<file path="src/rtl/fir_mac_sequencer.sv">
// Frame-synchronised control sequencer for a time-multiplexed FIR datapath:
// one delay-line shift, N_TAPS multiply-accumulate cycles, then an output load.
module fir_mac_sequencer #(
  parameter int unsigned N_TAPS = 8,
  parameter int unsigned ADDR_W = 3
) (
  input  logic              clk,
  input  logic              reset,
  input  logic              enable,
  input  logic              sample_valid,
  input  logic              overrun_clr,
  output logic              shift_en,
  output logic [ADDR_W-1:0] tap_addr,
  output logic              acc_clr,
  output logic              acc_en,
  output logic              out_load,
  output logic              busy,
  output logic              overrun
);

  localparam logic [ADDR_W-1:0] LAST_TAP = ADDR_W'(N_TAPS - 1);

  typedef enum logic [1:0] {
    ST_IDLE  = 2'd0,
    ST_SHIFT = 2'd1,
    ST_MAC   = 2'd2,
    ST_DONE  = 2'd3
  } state_e;

  state_e              state_q,    state_d;
  logic                shift_en_q, shift_en_d;
  logic [ADDR_W-1:0]   tap_addr_q, tap_addr_d;
  logic                acc_clr_q,  acc_clr_d;
  logic                acc_en_q,   acc_en_d;
  logic                out_load_q, out_load_d;
  logic                busy_q,     busy_d;
  logic                overrun_q,  overrun_d;

  // Outputs are computed for the state being entered, so they line up with it.
  always_comb begin
    state_d    = state_q;
    shift_en_d = 1'b0;
    tap_addr_d = '0;
    acc_clr_d  = 1'b0;
    acc_en_d   = 1'b0;
    out_load_d = 1'b0;
    busy_d     = 1'b0;
    // A new overrun event in the same cycle as a clear keeps the flag set.
    overrun_d  = (overrun_q & ~overrun_clr) | (sample_valid & (state_q != ST_IDLE));

    unique case (state_q)
      ST_IDLE: begin
        if (sample_valid && enable) begin
          state_d    = ST_SHIFT;
          shift_en_d = 1'b1;
          busy_d     = 1'b1;
        end
      end
      ST_SHIFT: begin
        state_d    = ST_MAC;
        acc_en_d   = 1'b1;
        acc_clr_d  = 1'b1;
        busy_d     = 1'b1;
      end
      ST_MAC: begin
        busy_d = 1'b1;
        if (tap_addr_q == LAST_TAP) begin
          state_d    = ST_DONE;
          out_load_d = 1'b1;
        end else begin
          acc_en_d   = 1'b1;
          tap_addr_d = tap_addr_q + ADDR_W'(1);
        end
      end
      ST_DONE: begin
        state_d = ST_IDLE;
      end
      default: begin
        state_d = ST_IDLE;
      end
    endcase
  end

  always_ff @(posedge clk) begin
    if (!reset) begin
      state_q    <= ST_IDLE;
      shift_en_q <= 1'b0;
      tap_addr_q <= '0;
      acc_clr_q  <= 1'b0;
      acc_en_q   <= 1'b0;
      out_load_q <= 1'b0;
      busy_q     <= 1'b0;
      overrun_q  <= 1'b0;
    end else begin
      state_q    <= state_d;
      shift_en_q <= shift_en_d;
      tap_addr_q <= tap_addr_d;
      acc_clr_q  <= acc_clr_d;
      acc_en_q   <= acc_en_d;
      out_load_q <= out_load_d;
      busy_q     <= busy_d;
      overrun_q  <= overrun_d;
    end
  end

  assign shift_en = shift_en_q;
  assign tap_addr = tap_addr_q;
  assign acc_clr  = acc_clr_q;
  assign acc_en   = acc_en_q;
  assign out_load = out_load_q;
  assign busy     = busy_q;
  assign overrun  = overrun_q;

endmodule

</file>
<file path="config.mk">
export PLATFORM = sky130hd
export DESIGN_NAME = fir_mac_sequencer
export DESIGN_NICKNAME = d
export VERILOG_FILES = /design/src/rtl/fir_mac_sequencer.sv
export SDC_FILE = /design/constraint.sdc
export NUM_CORES = 1
export LEC_CHECK = 0
export ABC_AREA = 1
export CELL_PAD_IN_SITES_DETAIL_PLACEMENT = 0
export CELL_PAD_IN_SITES_GLOBAL_PLACEMENT = 1
export CORE_UTILIZATION = 33
export DETAILED_ROUTE_END_ITERATION = 6
export PLACE_DENSITY_LB_ADDON = 0.08
export REMOVE_ABC_BUFFERS = 1
export SYNTH_ARGS = -nofsm -noshare
export SYNTH_HDL_FRONTEND = slang
export SYNTH_SLANG_ARGS = --single-unit
</file>
<file path="constraint.sdc">
create_clock -name clk -period 3.5 [get_ports clk]
set_input_delay 0.7 -clock clk [delete_from_list [all_inputs] [get_ports clk]]
set_output_delay 0.7 -clock clk [all_outputs]
set_load 0.02 [all_outputs]
</file>
==> run_1/congestion.png <==
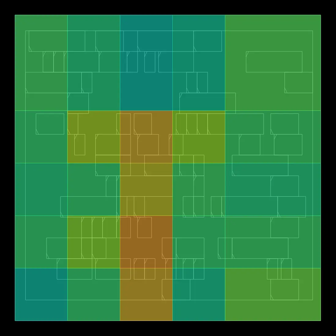
average wire per standard cell: 8.489 um
GRT Resource Usage Total: 0.1210
final core utilization: 0.4916

==> run_1/flops_by_reg.png <==
Drawn at 12 px/um. Other sequential cells in the stronger grey, the rest of the logic in the fainter grey.
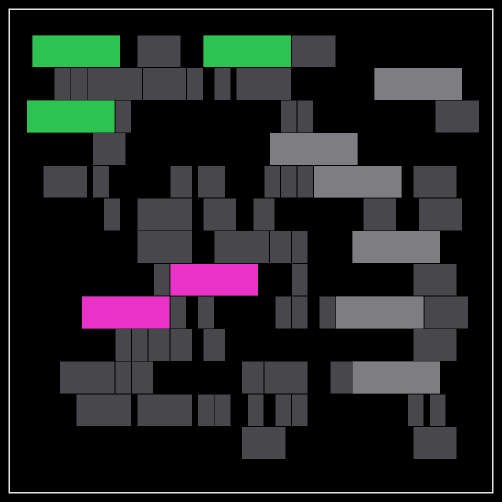
legend:
  `tap_addr`:
    colour: green
    placed_flops: 3
  `state_q`:
    colour: magenta
    placed_flops: 2
not coloured: 6
sequential cell area share: 0.3359
Seq group: 0.170 mW
sequential cell area: 220.2 sq um

==> run_1/detail.png <==
Window x 20 to 40, y 0 to 20 um. Cells in grey, sequential cells in the stronger grey; small squares are vias.
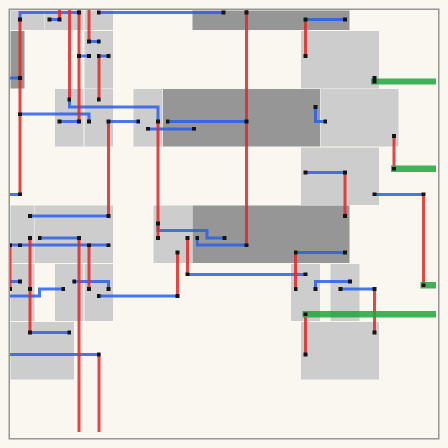
legend:
  metal 2:
    colour: red
  metal 3:
    colour: green
  metal 1:
    colour: blue
netlist names of flops here include: `overrun` (1), `shift_en` (1)
sequential cells in the window: 2
cells with their middle in the window: 19
most frequent: clkdlybuf4s50_1 (6), nand2_1 (5)

==> run_1/wires.png <==
Drawn at 10 px/um.
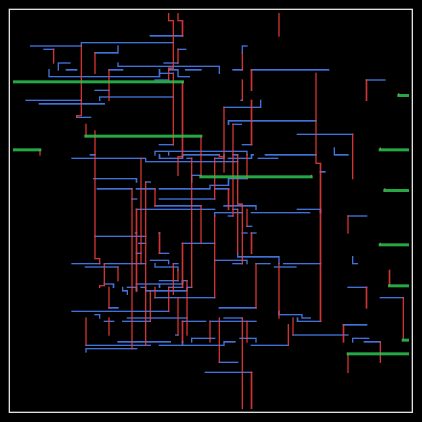
legend:
  metal 2:
    colour: red
    wire_length: 318 um
  metal 1:
    colour: blue
    wire_length: 389 um
  metal 3:
    colour: green
    wire_length: 58.6 um
drt total wl: 764 um
vias post-DR: 377

==> results.txt, run 1 <==
run metrics: Worst Max-Slew Pin Slew 267.6 ps, Layout Nets 89, hold buffer count at CTS 0, WL met2 317 um, Comb/total area 0.3397, fin cells 90, vias in the first global route 307, Core Region 1334 sq um, area added between synthesis and finish 36.46%, uppermost layer routed met3, num sequential 11, CTS resizes 0, critical path class flop to output port, Crit path largest cell delay 610 ps, Pleak 0.3093 nW, setup ws final 1578 ps, # DRC 0, routed metal-1 wirelength 388 um, Worst Path Buf+Inv 1, gp weighted congestion 0.6680, Port Buffers 13, layout clock buffer count 4, setup bufs post-CTS 0, clk slew on worst S/H paths 70 ps, DPL Wire Length 592.4 um, Synth cell types 10, Worst Skew 1.590 ps, family with the most delay on the worst path buffers and inverters, yosys synthesis chip area 480.5 sq um, clock share of power 0.195, placed instance area 629.4 sq um, internal power 0.2754 mW, status completed, root buffer cell clkbuf_4, GRT overflow 0, Fin Hold WS 444.9 ps, bufs w/o clock 13, chip area 1612 sq um, Comb gate area 222.7 sq um, Area leader share 0.4583, Routed Antenna Nets 0, largest fanout on the critical path 3, antenna violations before repair 0, register share of total power 0.392, PD cells 660.1 nW/um^2, Final clock-cell share 0.04008, met1 Use GR 0.1233, global-route wire length before repair 1200 um, CTS tree built, Fillers 139, Crit path arrival time 1220 ps, Cell area leaders dfxtp_1, ha_1, nand2_1, FMAX 520.3 MHz, ys flop type dfxtp_1, NonClk Buf Share 0.1985, CTS Buf Count 3, Slew Viols, Final 0, Async SR Flop Fraction 0, normalized max-slew margin 0.8210, drt pass-1 iters 2, CP max stage cell clkdlybuf4s50_1, post-synth top area cell dfxtp_1, Tot Pwr 0.4328 mW, most frequent cells in the layout clkdlybuf4s50_1, dfxtp_1, nand2_1, inv_1, nor2_1, Max Root-Sink Buffers 2, Tmin final 1922 ps, Initial DRC Count 2, CP Cell Sequence clkdlybuf4s50_1, Largest area class, layout combinational gates, # Taps 15, Final Cycle Share 0.5492, yosys stat cell total 58, Final Cell Area 655.6 sq um, RSZ-0062 raised after global routing false, Logic pwr share 0.413, number of max-cap violations 0, H-tree depth 1, switching share of power 0.3637, Syn Std Cell Area 480.5 sq um, Final TNS setup 0 ps, type of origin of the critical path flop, Max power group combinational cells, final hold violations 0, Worst IR Drop VDD 255.8 uV, top cells by count, synth dfxtp_1, nand2_1, inv_1, nor2_1, ha_1, met3 Usage GRT 0.08333, sequential-to-total area share from yosys stat 0.4583, flip-flops with a built-in enable 0, highest-count logic cell in the final layout clkdlybuf4s50_1, die width 40.16 um, crit path DRT 2800 ps, mi-comb count 37, Log Warnings 30, Worst Hold Class flop to flop, met3 wire len 58 um
run 1: path summary, 6_finish.rpt:
path	start	end	slack [ps]	cells past startpoint
max	tap_addr[0]$_SDFF_PP0_	tap_addr[0]	1580	1
min	tap_addr[0]$_SDFF_PP0_	tap_addr[0]$_SDFF_PP0_	440	1
max reg2reg	tap_addr[0]$_SDFF_PP0_	state_q[1]$_SDFFE_PN0P_	2300	6
min reg2reg	tap_addr[0]$_SDFF_PP0_	tap_addr[0]$_SDFF_PP0_	440	1
run 1: cell families after synthesis:
group / Yosys count / share of synthesized area
compound gates: 4 / 0.04167
buf+inv: 10 / 0.07811
flops: 11 / 0.4583
simple gates: 25 / 0.2135
fa+ha+maj: 8 / 0.2083
==> run_1/clk_routes.png <==
Drawn at 6 px/um.
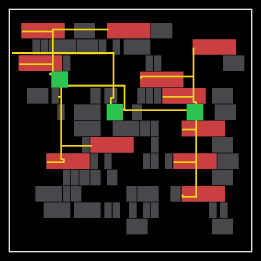

==> inputs of run 2 (changes only) <==
- CORE_UTILIZATION: 33 -> 28
- clock period: 3.5 -> 1.73 ns (I/O delays scaled with it)
==> run_2/clk_routes.png <==
Drawn at 6 px/um.
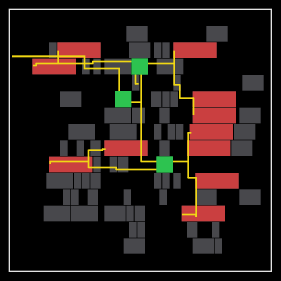
legend:
  flip-flops:
    colour: red
    count: 11
  clock drivers:
    colour: green
    count: 3
  clock wires:
    colour: yellow
    length: 136 um
routed clock nets: 4
Insertion Delay late pin: 260 ps
clock share of power: 0.194
Worst Skew: 0.6173 ps
Clock group: 0.171 mW

==> results.txt, run 2 <==
run metrics: number of flip-flops in the largest register 3, Final Cycle Share 0.9179, RSZ-0062 raised after global routing false, Synth Instances 58, combinational power 0.365 mW, fin cells 91, Most Used Layer, Global Route met2, Worst Max-Slew Pin Slew 263.8 ps, Crit path largest cell delay 620 ps, family with the most delay on the worst path buffers and inverters, met1 Use GR 0.1131, CTS resizes 0, Worst Hold Class flop to flop, met3 wire len 38 um, routed metal-1 wirelength 418 um, Synth Area per Inst 8.284 sq um, root buffer cell clkbuf_4, final core utilization 0.4213, largest fanout on the critical path 3, FMAX 629.7 MHz, DP Worst Slack 393.2 ps, register share of total power 0.390, Syn Std Cell Area 480.5 sq um, Inst Count DP 87, # DRC 7, CTS Buf Count 3, type of origin of the critical path flop, die height 43.43 um, critical path class flop to output port, fp util 0.3082, uppermost layer routed met3, Via-to-Cell Ratio 4.220, drt pass-1 iters 7, setup ws final 142.0 ps, switching share of power 0.3671, Synth cell types 10, AND-OR/OR-AND Cells, Area Fraction 0.04167, clk slew on worst S/H paths 70 ps, Setup violations, final 0, number of max-cap violations 0, CP max stage cell clkdlybuf4s50_1, Fin Hold WS 462.7 ps, met3 Usage GRT 0.04167, PD cells 1339 nW/um^2, status finished with violations, Crit path arrival time 1240 ps, Worst Path Buf+Inv 1, Port Buffers 13, crit path DRT 1380 ps, Final TNS setup 0 ps, Routed Antenna Nets 0, Layout Nets 89, most common cell in the synthesized netlist dfxtp_1, Tmin final 1588 ps, flip-flops with a built-in enable 0, Log Warnings 30, yosys stat cell total 58, post-synth top area cell dfxtp_1, Worst setup EP type output port, Core Region 1559 sq um, layout cells sized above 1 0.06667, Synthesis Warnings 0, Tot Pwr 0.8795 mW, Pleak 0.3093 nW, XOR/XNOR Fraction of Synth Area 0, CP Cell Sequence clkdlybuf4s50_1, hold buffer count at CTS 0, normalized max-slew margin 0.8236, yosys synthesis chip area 480.5 sq um, Flops after synth 11, failing checks DRC, gp weighted congestion 0.7272, Post-Synth Simple-Gate Area 0.2135, GRT overflow 0, Max power group combinational cells, met2 Track Usage GR 0.1545, setup bufs post-CTS 0, internal power 0.5567 mW, vias in the first global route 347, Logic pwr share 0.415, mux share of post-synthesis cell area 0, global-route wire length before repair 1352 um, most frequent cells in the layout clkdlybuf4s50_1, dfxtp_1, nand2_1, inv_1, nor2_1, DPL Wire Length 626.1 um, Slew Viols, Final 0, antenna violations before repair 0, Sw Pwr 0.3229 mW, ys flop type dfxtp_1, largest net degree at the start of global routing 8, Adder Area Share 0.2083, WL met2 330 um, Seq group 0.343 mW, final hold violations 0, Worst IR Drop VDD 457.8 uV, row cnt 14, Async SR Flop Fraction 0, top cells by count, synth dfxtp_1, nand2_1, inv_1, nor2_1, ha_1, placed instance area 630.6 sq um, CTS tree built, top comb family, area simple AND/OR/NAND/NOR gates, # IOs 14, sequential-to-total area share from yosys stat 0.4583, Area leader share 0.4583, Max Root-Sink Buffers 2, Cell area leaders dfxtp_1, ha_1, nand2_1, Initial DRC Count 14, CTS sink cnt 11, chip area 1886 sq um, Final Cell Area 656.9 sq um, antenna cells 0, H-tree depth 1, area added between synthesis and finish 36.72%, highest-count logic cell in the final layout clkdlybuf4s50_1, die width 43.43 um
==> run_2/wires.png <==
Drawn at 8 px/um.
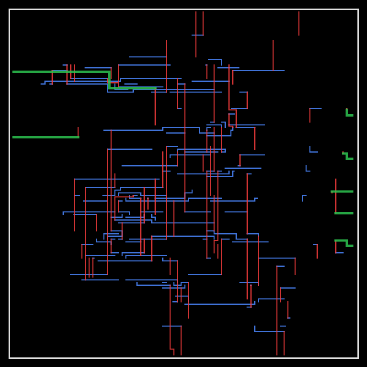
legend:
  metal 3:
    colour: green
    wire_length: 38.4 um
  metal 2:
    colour: red
    wire_length: 330 um
  metal 1:
    colour: blue
    wire_length: 419 um
average wire per standard cell: 8.648 um
drt total wl: 787 um
vias post-DR: 384
GRT Resource Usage Total: 0.09879

==> run 2: cell counts in the layout (fill, tap and decap cells not counted) <==
No cell type changed its count.
==> run 2: final timing paths <==
path	from	to	slack, ps	cells past startpoint
setup / recovery	tap_addr[0]$_SDFF_PP0_	tap_addr[0]	140	1
hold / removal	tap_addr[0]$_SDFF_PP0_	tap_addr[0]$_SDFF_PP0_	460	1
setup reg to reg	tap_addr[0]$_SDFF_PP0_	state_q[0]$_SDFFE_PN0P_	500	6
hold reg to reg	tap_addr[0]$_SDFF_PP0_	tap_addr[0]$_SDFF_PP0_	460	1
==> run 2: final cells by class <==
class	count	area, sq um
clock buffer	4	26.28
fill	167	902.1
inverter	10	37.54
multi-input combinational	37	222.7
sequential	11	220.2
tap	16	20.02
timing repair buffer	13	130.1
==> run_2/congestion.png <==
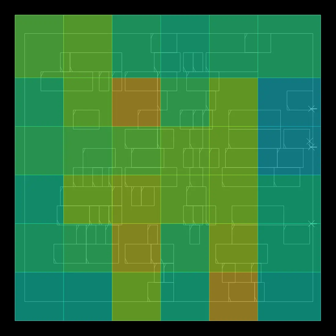

==> inputs of run 3 (changes only) <==
- clock period: 1.73 -> 1.35 ns (I/O delays scaled with it)
==> run_3/congestion.png <==
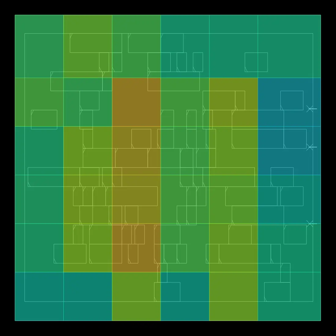
met3 Usage GRT: 0.05000
GRT Resource Usage Total: 0.1016
final core utilization: 0.4197
Most Used Layer, Global Route: met1
met2 Track Usage GR: 0.1333

==> run_3/clk_routes.png <==
Drawn at 6 px/um.
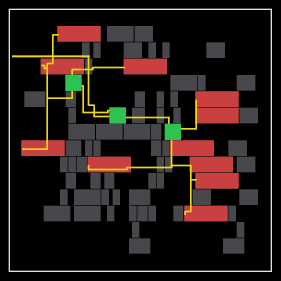
legend:
  clock drivers:
    colour: green
    count: 3
  clock wires:
    colour: yellow
    length: 134 um
  flip-flops:
    colour: red
    count: 11
routed clock nets: 4
Clock group: 0.216 mW
Worst Skew: 0.2989 ps
clock share of power: 0.199

==> results.txt, run 3 <==
run metrics: Worst Hold Class flop to flop, Fillers 174, Flops after synth 11, Synth Area per Inst 8.284 sq um, layout cells sized above 1 0.09211, die width 43.43 um, normalized max-slew margin 0.8506, antenna violations before repair 0, CP max stage cell dfxtp_1, Area leader share 0.4583, Insertion Delay late pin 260 ps, H-tree depth 1, flip-flops with a built-in enable 0, Fin Hold WS 457.0 ps, gp weighted congestion 0.7274, CP Depth 6, family with the most delay on the worst path adder cells, most frequent cells in the layout dfxtp_1, nand2_1, inv_1, nor2_1, dlygate4sd2_1, most common cell in the synthesized netlist dfxtp_1, CTS sink cnt 11, Async SR Flop Fraction 0, Worst R2R End state_q[1]$_SDFFE_PN0P_, DP Worst Slack 119.8 ps, Slew Viols, Final 0, XOR/XNOR Fraction of Synth Area 0, average wire per standard cell 8.326 um, Adder Area Share 0.2083, Layout Nets 90, Cell area leaders dfxtp_1, ha_1, nand2_1, chip area 1886 sq um, CP Cell Sequence ha_1 > ha_1 > inv_1 > nand2_2 > a21oi_1 > nor2_1, setup ws final 113.8 ps, Final Cell Area 654.4 sq um, R2R Setup Slk 110 ps, Crit path arrival time 1400 ps, # IOs 14, FMAX 809.0 MHz, Log Warnings 30, Worst setup EP type flop, crit path capture state_q[1]$_SDFFE_PN0P_, Pleak 0.3561 nW, clk slew on worst S/H paths 70 ps, yosys stat cell total 58, vias in the first global route 334, yosys synthesis chip area 480.5 sq um, Final Cycle Share 0.9157, mux share of post-synthesis cell area 0, Tmin final 1236 ps, Worst Hold End tap_addr[0]$_SDFF_PP0_, FF-to-FF Start tap_addr[0]$_SDFF_PP0_, RSZ-0062 raised after global routing false, top cells by count, synth dfxtp_1, nand2_1, inv_1, nor2_1, ha_1, Initial DRC Count 9, status finished with violations, Synthesis Warnings 0, sequential-to-total area share from yosys stat 0.4583, # DRC 6, CTS Buf Count 3, CTS resizes 9, hold buffer count at CTS 0, CTS tree built, FF-to-FF path depth 6, fin cells 92, antenna cells 0, type of origin of the critical path flop, root buffer cell clkbuf_4, Inst Count DP 88, Setup violations, final 0, ys flop type dfxtp_1, drt total wl 766 um, Core Region 1559 sq um, Worst IR Drop VDD 646.5 uV, row cnt 14, CP Launch Point tap_addr[0]$_SDFF_PP0_, highest-count logic cell in the final layout dfxtp_1, largest fanout on the critical path 4, Port Buffers 13, die height 43.43 um, failing checks DRC, setup bufs post-CTS 0, Syn Std Cell Area 480.5 sq um, DPL Wire Length 642.3 um, Via-to-Cell Ratio 4.087, post-synth top area cell dfxtp_1, number of max-cap violations 0, PD cells 1664 nW/um^2, top comb family, area simple AND/OR/NAND/NOR gates, number of flip-flops in the largest register 3, crit path DRT 1510 ps, Synth cell types 10, Routed Antenna Nets 0, Max Root-Sink Buffers 2, global-route wire length before repair 1352 um
## run 3: cell type report
class                   instances  area [sq um]  share of cell area
well taps                      16         20.02             0.03059
inverters                      10         37.54             0.05736
flip-flops and latches         11         220.2              0.3365
multi-input cells              37         222.7              0.3403
clock buffers                   3         22.52             0.03442
clock inverters                 1         5.005            0.007648
repair buffers                 14         126.4              0.1931
## run 3: report_power, final
part           switching (mW)  internal, mW  total [mW]
logic                   0.262         0.173       0.435
registers              0.0418         0.396       0.437
clock network           0.107         0.109       0.216
## run 3: metal layers
layer | vias up | track usage | share of wire
met5 | - | 0 | 0
met4 | 0 | 0.05625 | 0
met3 | 0 | 0.05000 | 0.046
met2 | 9 | 0.1333 | 0.42
met1 | 152 | 0.1344 | 0.53
li1 | 215 | - | -
Power figures rest on the tool's default switching activity, not on a simulated workload.
